<file path="config.mk">
export PLATFORM = sky130hd
export DESIGN_NAME = pipelined_ext_adder
export DESIGN_NICKNAME = d
export VERILOG_FILES = /design/src/rtl/pipelined_ext_adder.sv
export SDC_FILE = /design/constraint.sdc
export NUM_CORES = 1
export LEC_CHECK = 0
export CAP_MARGIN = 20
export CORE_MARGIN = 4
export CORE_UTILIZATION = 35
export CTS_BUF_LIST = sky130_fd_sc_hd__clkbuf_8
export DETAILED_ROUTE_END_ITERATION = 7
export PLACE_DENSITY = 0.68
export SYNTH_ARGS = -nofsm -noshare
export SYNTH_HDL_FRONTEND = slang
export SYNTH_SLANG_ARGS = --single-unit
</file>
<file path="constraint.sdc">
create_clock -name clk -period 4.4 [get_ports clk]
set_input_delay 0.88 -clock clk [delete_from_list [all_inputs] [get_ports clk]]
set_output_delay 0.88 -clock clk [all_outputs]
set_load 0.03 [all_outputs]
</file>
<file path="src/rtl/pipelined_ext_adder.sv">
// Pipelined adder of a wide operand A and a zero/sign-extended narrow operand B.
// Each stage adds one SEG_WIDTH slice with a registered carry. The whole pipe stalls on output backpressure.
module pipelined_ext_adder #(
   parameter int A_WIDTH   = 48,
   parameter int B_WIDTH   = 14,
   parameter int SEG_WIDTH = 16
) (
   input  logic               clk,
   input  logic               reset,
   input  logic               in_valid,
   output logic               in_ready,
   input  logic [A_WIDTH-1:0] in_a,
   input  logic [B_WIDTH-1:0] in_b,
   input  logic               in_signed,
   output logic               out_valid,
   input  logic               out_ready,
   output logic [A_WIDTH:0]   out_sum
);

   localparam int SEG     = (SEG_WIDTH < 1) ? 1 : SEG_WIDTH;
   localparam int NUM_SEG = (A_WIDTH + SEG - 1) / SEG;
   localparam int PW      = NUM_SEG * SEG;
   localparam int SKW     = (NUM_SEG > 1) ? NUM_SEG - 1 : 1;

   if (B_WIDTH > A_WIDTH || B_WIDTH < 1 || SEG_WIDTH < 1) begin : g_cfg_err
      $error("pipelined_ext_adder: illegal parameters (need 1 <= B_WIDTH <= A_WIDTH, SEG_WIDTH >= 1)");
   end

   logic               en;
   logic [A_WIDTH-1:0] b_ext;

   // Operands are zero-padded to PW bits. Skew registers shift right each stage,
   // so every stage reads its slice from bit 0.
   logic [PW-1:0] a_q   [SKW];
   logic [PW-1:0] b_q   [SKW];
   logic [PW-1:0] a_n   [SKW];
   logic [PW-1:0] b_n   [SKW];
   logic [PW-1:0] s_q   [NUM_SEG];
   logic [PW-1:0] s_n   [NUM_SEG];
   logic          c_q   [NUM_SEG];
   logic          c_n   [NUM_SEG];
   logic          v_q   [NUM_SEG];
   logic          v_n   [NUM_SEG];
   logic [PW-1:0] a_src [NUM_SEG];
   logic [PW-1:0] b_src [NUM_SEG];
   logic [PW-1:0] s_src [NUM_SEG];
   logic          c_src [NUM_SEG];
   logic          v_src [NUM_SEG];
   logic [SEG:0]  seg_res;
   logic [PW:0]   sum_full;

   assign en       = !out_valid || out_ready;
   assign in_ready = en;

   always_comb begin
      b_ext = A_WIDTH'(in_b);
      if (in_signed) b_ext = A_WIDTH'($signed(in_b));
   end

   always_comb begin
      a_src[0] = PW'(in_a);
      b_src[0] = PW'(b_ext);
      s_src[0] = '0;
      c_src[0] = 1'b0;
      v_src[0] = in_valid;
      for (int k = 1; k < NUM_SEG; k++) begin
         a_src[k] = a_q[k-1];
         b_src[k] = b_q[k-1];
         s_src[k] = s_q[k-1];
         c_src[k] = c_q[k-1];
         v_src[k] = v_q[k-1];
      end
   end

   // Finished slices enter the accumulated sum from the top and move down one slice per stage.
   always_comb begin
      seg_res = '0;
      for (int k = 0; k < SKW; k++) begin
         a_n[k] = '0;
         b_n[k] = '0;
      end
      for (int k = 0; k < NUM_SEG; k++) begin
         seg_res = {1'b0, a_src[k][SEG-1:0]} + {1'b0, b_src[k][SEG-1:0]}
                 + {{SEG{1'b0}}, c_src[k]};
         s_n[k]  = (s_src[k] >> SEG) | (PW'(seg_res[SEG-1:0]) << (PW - SEG));
         c_n[k]  = seg_res[SEG];
         v_n[k]  = v_src[k];
         if (k < NUM_SEG - 1) begin
            a_n[k] = a_src[k] >> SEG;
            b_n[k] = b_src[k] >> SEG;
         end
      end
   end

   always_ff @(posedge clk) begin
      if (reset) begin
         for (int k = 0; k < NUM_SEG; k++) begin
            s_q[k] <= '0;
            c_q[k] <= 1'b0;
            v_q[k] <= 1'b0;
         end
         for (int k = 0; k < SKW; k++) begin
            a_q[k] <= '0;
            b_q[k] <= '0;
         end
      end else if (en) begin
         for (int k = 0; k < NUM_SEG; k++) begin
            s_q[k] <= s_n[k];
            c_q[k] <= c_n[k];
            v_q[k] <= v_n[k];
         end
         for (int k = 0; k < SKW; k++) begin
            a_q[k] <= a_n[k];
            b_q[k] <= b_n[k];
         end
      end
   end

   // When the slices are padded past A_WIDTH, the carry-out is already at bit A_WIDTH of the padded sum.
   assign sum_full  = {c_q[NUM_SEG-1], s_q[NUM_SEG-1]};
   assign out_sum   = sum_full[A_WIDTH:0];
   assign out_valid = v_q[NUM_SEG-1];

endmodule

</file>
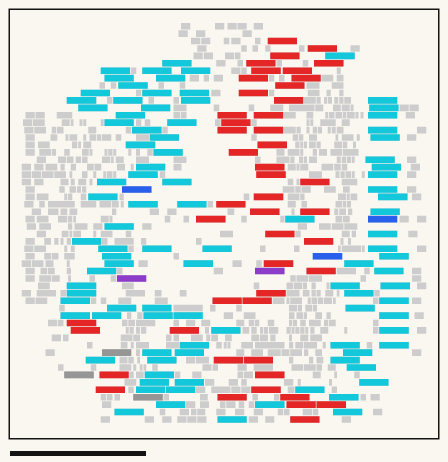
**Above:** sequential cells colored by netlist name.
The bar under the picture is 50 microns long. Other sequential cells in the stronger gray, the rest of the logic in the fainter gray.
- purple: b_q (sequential cells 2)
- cyan: s_q (sequential cells 96; where all over the die)
- blue: c_q (sequential cells 3)
- red: a_q (sequential cells 48)
- not colored: 3

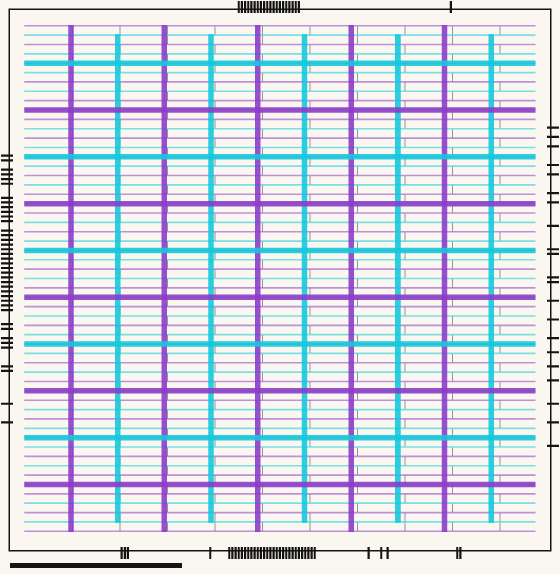
**Above:** PDN straps and rails.
The bar under the picture is 50 microns long. Pins as bars on the die edge. Tap cells in gray.
- purple: VSS
- cyan: VDD
- met5 straps: 10
- tap cells: 280
- rows: 54
- met4 straps: 10
- met1 rails: 55

==> reports/qor.yml <==
finish:
  drive_gt1_share_pct: 7.94
  non_clock_buffer_count: 123
  flop-count: 152
  logic_area_sq_mm: 0.00308
power:
  p_seq_share_pct: 53.1
  power-top-group: "registers"
grt:
  use_met1_pct: 13.4
detailed_routing:
  antenna_left: 0
  top_layer: "met5"
  wl_met1_microns: 5970
timing:
  skew_ps: 8.18
  rsz0062_at_grt: "false"
  tightest_slew_ps: 830
clock_network:
  cts.hold.buffers_added: 0
  clockBufferDepth: 2
synth:
  postSynthAreaPerCell_sq_um: 12.7
  yosys_cells: 610
  ys.flop_type: "edfxtp_1"
  async_flop_share_pct: 0
  fp_nets: 728
placement:
  place_congestion: 0.834
worst_setup_path:
  crit_type: "flip-flop to flip-flop"
outcome:
  status: "finished clean"
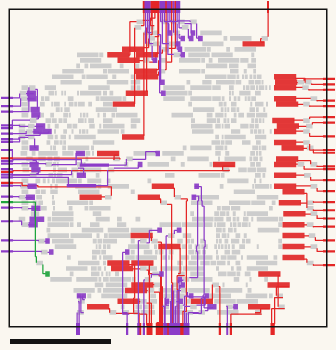
**Above:** I/O nets highlighted.
The bar under the picture is 50 microns long.
- purple: in_a (bits 48; direction input; edge 20 west, 17 south, 11 north; end cells 49; buffers 48; wire 1250 microns)
- red: out_sum (bits 49; direction output; edge 21 east, 15 south, 10 north, 3 west; end cells 49; buffers 49; wire 1350 microns)
- green: in_valid (bits 1; direction input; edge west; end cells 1; buffers 1; wire 48.5 microns)

## metrics by stage
stage                     hold WS, ps  instance area (sq um)  instances  setup slack, ps
after floorplan                   497                   7760        610              807
after global placement            499                   9300        993             1150
after detailed placement          502                   9300        993             1120
after CTS                         519                   9660       1023             1240
after global routing              532                   9660       1023             1070
final                             520                   9660       1023             1250
## state kept, by name (all words and copies together) (netlist names)
register and flops:
b_q 2, v_q 3, s_q 96, a_q 48, c_q 3
## critical path: cells and delay by family, from the launching register on
kind                     cells  cell delay, ps
AND-OR/OR-AND                3             740
XOR/XNOR                     1             160
adder cells (fa/ha/maj)      2            1040
flip-flops                   1             740
AND/OR/NAND/NOR              2             210
No activity file was given, so power comes from the tool's default toggle rates.
